metal_stack.png
Scale bar: 20 um. Only two layers are drawn.
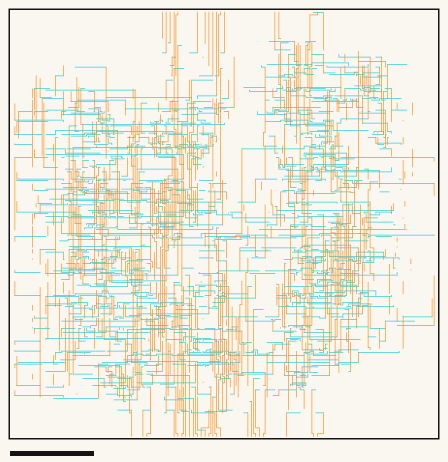
met2.png
Scale bar: 20 um.
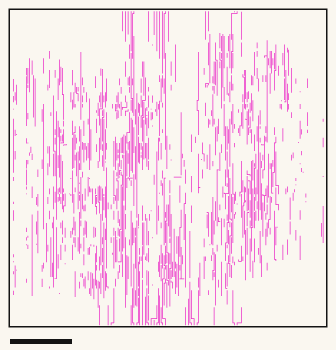
met3.png
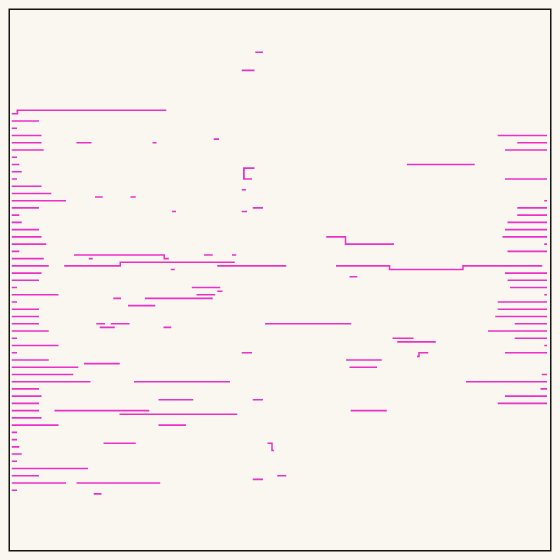
pdn.png
Scale bar: 20 um. Pins as bars on the die edge.
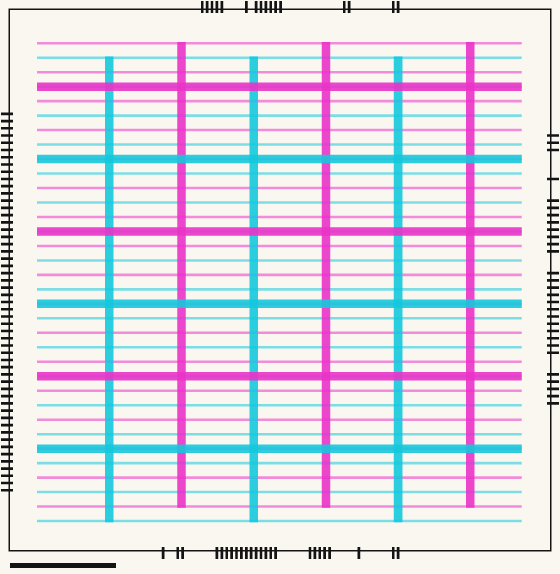
==> config.mk <==
export PLATFORM = sky130hd
export DESIGN_NAME = eda_local_max_scan
export DESIGN_NICKNAME = d
export VERILOG_FILES = /design/src/rtl/eda_local_max_scan_pkg.sv /design/src/rtl/eda_local_max_scan_win_cmp.sv /design/src/rtl/eda_local_max_scan.sv
export SDC_FILE = /design/constraint.sdc
export NUM_CORES = 1
export LEC_CHECK = 0
export ABC_AREA = 1
export CORE_MARGIN = 5
export CORE_UTILIZATION = 40
export DETAILED_ROUTE_END_ITERATION = 16
export PLACE_DENSITY = 0.76
export RECOVER_POWER = 100
export SLEW_MARGIN = 20
export SYNTH_ARGS = -nofsm -noshare
export SYNTH_HDL_FRONTEND = slang
export SYNTH_SLANG_ARGS = --single-unit
export TNS_END_PERCENT = 1
==> constraint.sdc <==
create_clock -name clk -period 1.4 [get_ports clk]
set_input_delay 0.28 -clock clk [delete_from_list [all_inputs] [get_ports clk]]
set_output_delay 0.28 -clock clk [all_outputs]
set_load 0.02 [all_outputs]
==> flow_summary.json <==
{
  "status": "finished with violations",
  "violations": "negative setup slack",
  "maxSlewHeadroom": 0.578,
  "setup_ws_ns": -0.156,
  "crit_path_max_fanout": 2,
  "critPathBufInv": 1,
  "synth.cellmix.simpleShare": 0.230,
  "overflow": 0,
  "most_common_cell": "nand2_1",
  "tightest_slew_ns": 0.633,
  "grt_max_degree": 23,
  "drcViolationCount": 0,
  "fp-utilization": 0.409,
  "dr_wl_met2_um": 4700,
  "path_delay_family": "buffers and inverters",
  "p_clk_frac": 0.146,
  "yosys_cells": 441,
  "worst-path-stages": 10,
  "power.share.switching": 0.400,
  "min_period_ns": 1.56,
  "logic_area_um2": 2250,
  "cts_resized": 67,
  "yosys.area_share.aoi": 0.137,
  "ys_ff": 39,
  "yosys_warnings": 0,
  "ff_type": "dfrtp_1",
  "seq_power_mw": 1.63,
  "drt-pass1-iter-count": 4,
  "tns_ns": -1.30,
  "grt_pass1_wl_um": 15700,
  "edf_count": 0,
  "power_leakage_nw": 2.75,
  "worstPathRequired_ns": 1.62,
  "final_area_um2": 5230,
  "hold_violations": 0,
  "synthCells": 441,
  "maxSlewViolCount": 0,
  "cts.clk_slew.worst_paths_ns": 0.07,
  "r2r_slack_ns": -0.15,
  "maxUsedRoutingLayer": "met4",
  "cts_hold_buf": 1,
  "num_io_pins": 122,
  "cts_root_buf": "clkbuf_8",
  "arrival_ns": 1.78,
  "hp-class": "primary input to register",
  "largest_reg_flops": 9,
  "max_stage_delay_ns": 0.55,
  "busiest_layer": "met2",
  "grt_pass1_vias": 3564,
  "largestPowerGroup": "combinational cells",
  "ys_top_cells_by_count": "nand2_1, ha_1, inv_1",
  "maxCapViolCount": 0,
  "use_met1": 0.221,
  "cpMaxStageDelayCell": "clkdlybuf4s50_1",
  "logic_family": "adder cells",
  "vias_per_cell": 4.95,
  "synthDistinctLibCells": 33,
  "layout-drive-gt1-share": 0.159,
  "p_switching_mw": 1.93,
  "p_comb_frac": 0.516,
  "whs_path_depth": 3,
  "reg2reg_depth": 8,
  "drt_first_iter_violations": 101,
  "final_cells": 714,
  "start_kind": "primary input",
  "place_hpwl_um": 8030,
  "crit_chain": "clkdlybuf4s50_1, ha_4, a21oi_1, o21a_1, nand2_1, nand2_1, nand2_1, nor2_1, nand3_1, nand2_1",
  "log.warning_count": 29,
  "pg_comb_mw": 2.49,
  "criticalPathCategory": "primary input to register",
  "endpoint_kind": "register",
  "setup_viol": 12,
  "path_common_cell": "nand2_1",
  "postSynthAreaPerCell_um2": 7.58,
  "floorplan.nets": 591,
  "placed_cell_area_um2": 4920,
  "power.density_nw_per_um2": 924,
  "fin_nets": 758,
  "total_power_mw": 4.83,
  "cts_sinks": 39,
  "chip_area_um2": 10300,
  "cts_max_level": 2,
  "place.port_buffers": 120,
  "netlist_area_um2": 3340,
  "syn_to_final_growth_pct": 56.4,
  "grt_usage": 0.190,
  "place_inst": 695,
  "clock_path_buffers": 2,
  "yosys_area_um2": 3340,
  "wl_met1_um": 4120,
  "post_cts_buffers": 3,
  "seq_area_um2": 978,
  "cts_buffers": 5
}
## Picture notes: metal_stack.png
legend:
  cyan:
    layer: met1
    wire_length: 4,120 um
  orange:
    layer: met2
    wire_length: 4,700 um
DR vias: 3,535
WL final: 10,100 um
routed len/inst: 14.1 um

## Picture notes: met2.png
main direction: vertical
longest straight run: 40.1 um
share of all routed wire: 47%
met2 usage: 0.342

## Picture notes: met3.png
nets with wire on the layer: 114
wire length on this layer: 798 um
longest straight run: 27.8 um
share of all routed wire: 7.9%
routing usage on met3: 0.0386

## Picture notes: pdn.png
legend:
  magenta:
    net: VDD
  cyan:
    net: VSS
met1 rails: 34
met4 straps: 6
Core Area: 8180 um2
chip height: 101 um
worst ir drop on vdd: 0.000406 V
DIE WIDTH: 101 um

final cells by class:
cell class,count,area share
Multi-Input combinational cell,336,0.431
Timing Repair Buffer,162,0.290
Tap cell,105,0.0251
Clock buffer,7,0.0146
Clock inverter,1,0.000957
Inverter,62,0.0490
Timing Repair inverter,2,0.00287
Sequential cell,39,0.187
worst min-delay path: stages:
cell	delay, ns
dlymetal6s2s_1	0.13
inv_4	0.09
o21ai_0	0.15
layout by cell type (no fill, tap or decap), types with 14 or more instances in the layout:
| cell | count |
|---|---|
| nor2_1 | 30 |
| buf_4 | 33 |
| dlygate4sd2_1 | 32 |
| dfrtp_1 | 37 |
| inv_1 | 50 |
| ha_1 | 59 |
| o21ai_0 | 14 |
| clkdlybuf4s50_1 | 72 |
| a21oi_1 | 26 |
| nand2_1 | 129 |
Power figures rest on the tool's default switching activity, not on a simulated workload.
